File: config.mk
export PLATFORM = sky130hd
export DESIGN_NAME = reg_wb_sequencer
export DESIGN_NICKNAME = d
export VERILOG_FILES = /design/src/rtl/reg_wb_sequencer.sv
export SDC_FILE = /design/constraint.sdc
export NUM_CORES = 1
export LEC_CHECK = 0
export CORE_AREA = 8 8 55 57
export CTS_CLUSTER_SIZE = 40
export DETAILED_ROUTE_END_ITERATION = 8
export DIE_AREA = 0 0 63 65
export PLACE_DENSITY = 0.69
export RECOVER_POWER = 25
export SLEW_MARGIN = 20
export SYNTH_ARGS = -nofsm -noshare
export SYNTH_HDL_FRONTEND = slang
export SYNTH_SLANG_ARGS = --single-unit
File: constraint.sdc
create_clock -name clk -period 1.6 [get_ports clk]
set_input_delay 0.48 -clock clk [delete_from_list [all_inputs] [get_ports clk]]
set_output_delay 0.48 -clock clk [all_outputs]
set_load 0.02 [all_outputs]
File: src/rtl/reg_wb_sequencer.sv
// Register write-back sequencer: IDLE -> DECODE -> EXECUTE -> WRITEBACK. It drives the
// destination select and write strobe of decoder_3to8. Define SEQ_R0_PROTECT_EN to suppress writes to register 0.
module reg_wb_sequencer #(
  parameter int unsigned INSTR_W     = 16,
  parameter int unsigned DEST_LSB    = 8,
  parameter int unsigned WB_BIT      = 15,
  parameter int unsigned EXEC_CYCLES = 2
) (
  input  logic               clk,
  input  logic               rst_n,
  input  logic               instr_valid,
  output logic               instr_ready,
  input  logic [INSTR_W-1:0] instr,
  input  logic               stall,
  output logic [2:0]         wb_sel,
  output logic               wb_enable,
  output logic [1:0]         phase,
  output logic               done
);

  typedef enum logic [1:0] {
    S_IDLE   = 2'd0,
    S_DECODE = 2'd1,
    S_EXEC   = 2'd2,
    S_WB     = 2'd3
  } state_t;

  localparam logic [3:0] EXEC_LOAD = 4'(EXEC_CYCLES - 1);

  state_t     state_q;
  logic [3:0] cnt_q;
  logic [2:0] dest_q;
  logic       wbf_q;
  logic       ready_q;
  logic [2:0] wb_sel_q;
  logic       wb_en_q;
  logic       done_q;
  logic       wb_fire_d;

  // Only the destination field and the WB flag are consumed; the rest of the word is opcode
  // content for later pipeline stages.
  logic unused_instr_bits;
  assign unused_instr_bits = ^instr;

`ifdef SEQ_R0_PROTECT_EN
  assign wb_fire_d = wbf_q && (dest_q != '0);
`else
  assign wb_fire_d = wbf_q;
`endif

  always_ff @(posedge clk or negedge rst_n) begin
    if (!rst_n) begin
      state_q  <= S_IDLE;
      cnt_q    <= '0;
      dest_q   <= '0;
      wbf_q    <= 1'b0;
      ready_q  <= 1'b1;
      wb_sel_q <= '0;
      wb_en_q  <= 1'b0;
      done_q   <= 1'b0;
    end else begin
      case (state_q)
        S_IDLE: begin
          if (instr_valid && ready_q) begin
            dest_q  <= instr[DEST_LSB +: 3];
            wbf_q   <= instr[WB_BIT];
            ready_q <= 1'b0;
            state_q <= S_DECODE;
          end
        end
        S_DECODE: begin
          wb_sel_q <= dest_q;
          cnt_q    <= EXEC_LOAD;
          state_q  <= S_EXEC;
        end
        S_EXEC: begin
          // Strobe and done are registered on the way into WRITEBACK so they coincide with phase 3.
          if (!stall) begin
            if (cnt_q == 4'd0) begin
              wb_en_q <= wb_fire_d;
              done_q  <= 1'b1;
              state_q <= S_WB;
            end else begin
              cnt_q <= cnt_q - 4'd1;
            end
          end
        end
        S_WB: begin
          wb_en_q <= 1'b0;
          done_q  <= 1'b0;
          ready_q <= 1'b1;
          state_q <= S_IDLE;
        end
        default: begin
          state_q <= S_IDLE;
        end
      endcase
    end
  end

  assign instr_ready = ready_q;
  assign wb_sel      = wb_sel_q;
  assign wb_enable   = wb_en_q;
  assign done        = done_q;
  assign phase       = state_q;

endmodule

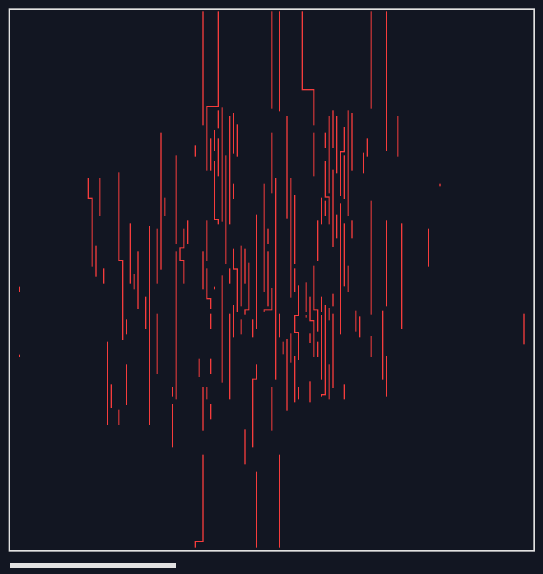
**Above:** run 1 (the metal 2 layer).
Bar = 20 um.
- share of all routed wire: 53%
- wire length on this layer: 886 um

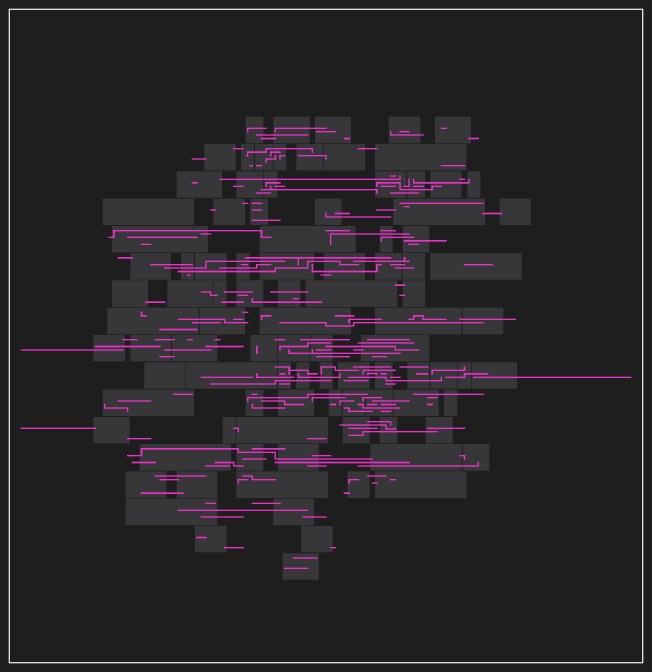
**Above:** run 1 (met1 routing).
Cells faint in the background.
- main direction: horizontal
- wire length on this layer: 715 um
overall routed net length: 1.69 mm
met1 layer usage reported by global route: 8.65%
Vias: 629

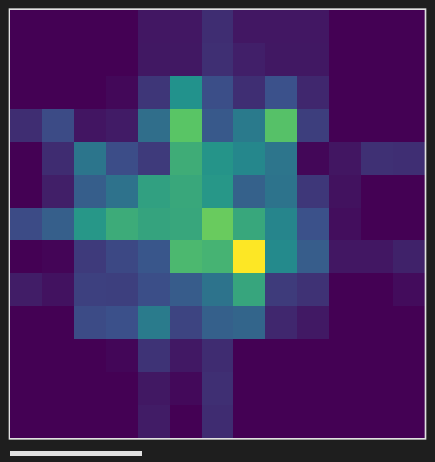
**Above:** run 1 (signal metal coverage by tile).
Bar = 20 um. The die is cut into 13 by 13 equal tiles; dark purple is low, yellow is high, scaled to the fullest tile. Values are wire area over tile area, all layers added.
- fullest tile: 0.41
- densest ninth of the die: centre
- tiles over half the peak: 11%
- mean over tiles: 0.064
GRT Util Overall: 8.79%
Avg WL per Cell: 13.5 um

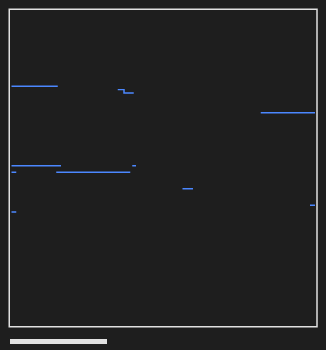
**Above:** run 1 (metal 3).
Bar = 20 um.
- longest straight run: 14.9 um
- wire length on this layer: 52.7 um
- main direction: horizontal
- nets with wire on the layer: 8
global-route track usage on met3: 1.89%

==> run 1: cells by family (layout without fill, tap and decap cells) <==
| logic type | Yosys count | count (layout) | synth area share [%] |
|---|---|---|---|
| compound gates | 14 | 14 | 12.6 |
| fa+ha+maj | 6 | 6 | 9.10 |
| buf+inv | 7 | 34 | 3.64 |
| flops | 16 | 16 | 48.7 |
| mux | 9 | 9 | 12.1 |
| simple gates | 18 | 18 | 13.8 |
==> run 1: cells in the mapped netlist, drive strengths merged <==
cell type	number
dfstp	1
a32oi	1
a2bb2oi	1
nand2	4
nor3b	2
o21ai	2
inv	6
nor2b	2
mux2i	1
o22a	1
a31oi	2
nor4b	1
nand2b	1
nor4	1
dfrtp	15
ha	6
or4	1
o41ai	1
mux2	8
o211ai	1
or3	1
a21oi	3
nand3	2
nor2	3
buf	1
o2bb2ai	2
==> qor.yml, run 1 <==
regMostFlops: "cnt_q"
wl_met1_um: 714
critical_path.n_buffers_inverters: 1
combGateArea_um2: 417
die.size.x_um: 63
final-nonclk-buf-share_pct: 19.1
status: "complete, no violations"
cts_max_level: 1
power.total_w: 0.000654
grt_antenna_before_repair: 0
first_pass_grt_wire_length_mm: 2.86
global_route.peak_usage_layer: "met2"
layout_top_cell: "sky130_fd_sc_hd__dfrtp_1"
met3_wirelength_um: 52
peakVddDrop_mv: 0.486
min_delay_path_depth: 1
dpl-instance-area_um2: 1060
switching_power_w: 0.000135
min-delay-path-class: "register to register"
clk_latency_ns: 0.28
max_freq_ghz: 0.643
critical-path-max-stage-delay_ns: 0.54
fin_cells: 125
slew_headroom_pct: 41.3
timing.critical_path.max_delay_family: "flip-flops"
post_synth_main_area_contributors: "sky130_fd_sc_hd__dfrtp_1, sky130_fd_sc_hd__mux2_2, sky130_fd_sc_hd__ha_1"
n_all_buffers: 24
slew_viol_final: 0
final_period_minus_worst_setup_slack_ns: 1.55
cp.depth: 1
global_route.overflow_total: 0
crit-reg2reg-launch: "cnt_q[1]"
top_cell_area_share_pct: 45.5
power.leakage_nw: 0.532
comb_power_w: 0.0000316
power.share.clock_pct: 33.3
powerSeq_w: 0.000404
detail_route.vias_per_cell: 5.03
post_cts_resized: 10
via_count_of_the_first_global_routing_pass: 672
tritoncts_num_sinks: 16
cts_inserted_buffers: 3
io_pins: 28
synthesis.area_per_instance_um2: 11.8
post_cts_hold_buffer_count: 0
==> inputs of run 2 (changes only) <==
--- a/config.mk
+++ b/config.mk
@@ -9,6 +9,7 @@
 export CTS_CLUSTER_SIZE = 40
 export DETAILED_ROUTE_END_ITERATION = 8
 export DIE_AREA = 0 0 63 65
+export HOLD_SLACK_MARGIN = 0.08
 export PLACE_DENSITY = 0.69
 export RECOVER_POWER = 25
 export SLEW_MARGIN = 20
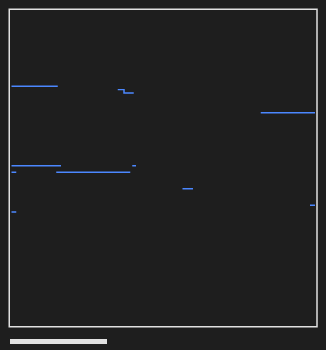
**Above:** run 2 (metal 3).
Bar = 20 um.
- share of all routed wire: 3.1%
- main direction: horizontal
- longest straight run: 14.9 um

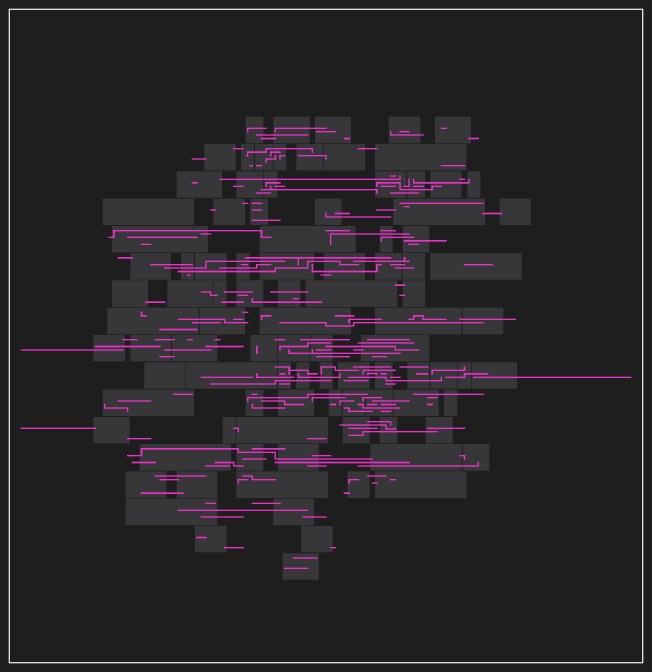
**Above:** run 2 (met1 routing).
Cells faint in the background.
- nets with wire on the layer: 102
- share of all routed wire: 42%

==> qor.yml, run 2 <==
status: "complete, no violations"  # unchanged
tritoncts_num_sinks: 16  # unchanged
clk_latency_ns: 0.28  # about the same
min-delay-path-class: "register to register"  # unchanged
yosys.area_share.xor_xnor_pct: 0  # unchanged
global_route.usage.met1_pct: 8.65  # unchanged
crit-reg2reg-launch: "cnt_q[1]"  # unchanged
synth-adder-area-share_pct: 9.10  # unchanged
via_count_of_the_first_global_routing_pass: 672  # unchanged
die.size.x_um: 63  # unchanged
timing.critical_path.max_delay_family: "flip-flops"  # unchanged
global_route.overflow_total: 0  # unchanged
post_synth_main_area_contributors: "sky130_fd_sc_hd__dfrtp_1, sky130_fd_sc_hd__mux2_2, sky130_fd_sc_hd__ha_1"  # unchanged
power.share.clock_pct: 33.3  # about the same
switching_power_w: 0.000135  # unchanged
global_route.peak_usage_layer: "met2"  # unchanged
n_all_buffers: 24  # unchanged
vias: 629  # unchanged
slew_viol_final: 0  # unchanged
ys_top_logic_family: "simple AND/OR/NAND/NOR gates"  # unchanged
first_pass_grt_wire_length_mm: 2.86  # unchanged
cp.depth: 1  # unchanged
synthSimpleGateAreaFrac_pct: 13.8  # unchanged
synthesis.area_per_instance_um2: 11.8  # unchanged
comb_power_w: 0.0000316  # about the same
top_cell: "sky130_fd_sc_hd__dfrtp_1"  # unchanged
avgRoutedWirePerCell_um: 13.5  # unchanged
cts_max_level: 1  # unchanged
powerSeq_w: 0.000404  # about the same
detail_route.vias_per_cell: 5.03  # unchanged
fin_cells: 125  # unchanged
ff_type: "sky130_fd_sc_hd__dfrtp_1"  # unchanged
peakVddDrop_mv: 0.486  # unchanged
regMostFlops: "cnt_q"  # unchanged
wl_met1_um: 714  # unchanged
flip_flops_with_a_built_in_enable: 0  # unchanged
layout_top_cell: "sky130_fd_sc_hd__dfrtp_1"  # unchanged
ys_sh_aoi_pct: 12.6  # unchanged
post_synth_most_frequent_cells: "sky130_fd_sc_hd__dfrtp_1, sky130_fd_sc_hd__mux2_2, sky130_fd_sc_hd__ha_1, sky130_fd_sc_hd__inv_1, sky130_fd_sc_hd__nand2_1"  # unchanged
io_pins: 28  # unchanged
mux_area_share_pct: 12.1  # unchanged
final-nonclk-buf-share_pct: 19.1  # unchanged
combGateArea_um2: 417  # unchanged
critical-path-max-stage-delay_ns: 0.54  # about the same
min_delay_path_depth: 1  # unchanged
async_reset_ff_share_pct: 100  # unchanged
grt_antenna_before_repair: 0  # unchanged
global_route.usage.total_pct: 8.79  # unchanged
global_route_track_usage_on_met3_pct: 1.89  # unchanged
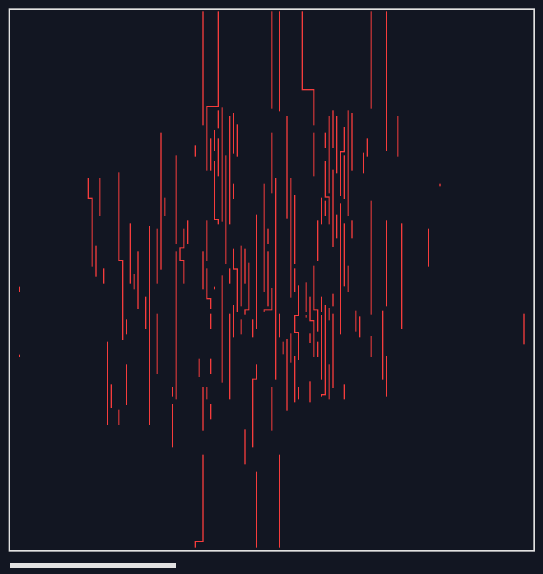
**Above:** run 2 (the metal 2 layer).
Bar = 20 um.
- wire length on this layer: 886 um
- share of all routed wire: 53%
- nets with wire on the layer: 98
met2 Use GR: 16.3%

-- run 2: what timing repair did --
action	4_1_cts	5_1_grt
resized	10	8
endpoints found under the setup margin	9	2
pin swaps	0	4
endpoints found under the hold margin	0	0
hold buffers	0	0
setup buffers	1	0
-- run 2: through the flow --
step                power [W]  area, um2
finish               0.000654       1120
detailed placement   0.000446       1060
global route         0.000678       1120
floorplan            0.000414        826
global placement     0.000445       1060
CTS                  0.000664       1090
-- run 2: worst min-delay path by stage --
stage,start,endpoint,slack (ns)
after floorplan,rst_n,cnt_q[0],0.18
after global placement,dest_q[1],wb_sel[1],0.48
after detailed placement,dest_q[0],wb_sel[0],0.49
after CTS,rst_n,cnt_q[3],0.51
after global routing,dest_q[2],dest_q[2],0.52
final,wb_sel[1],wb_sel[1],0.51
Power and IR drop assume default switching activity.
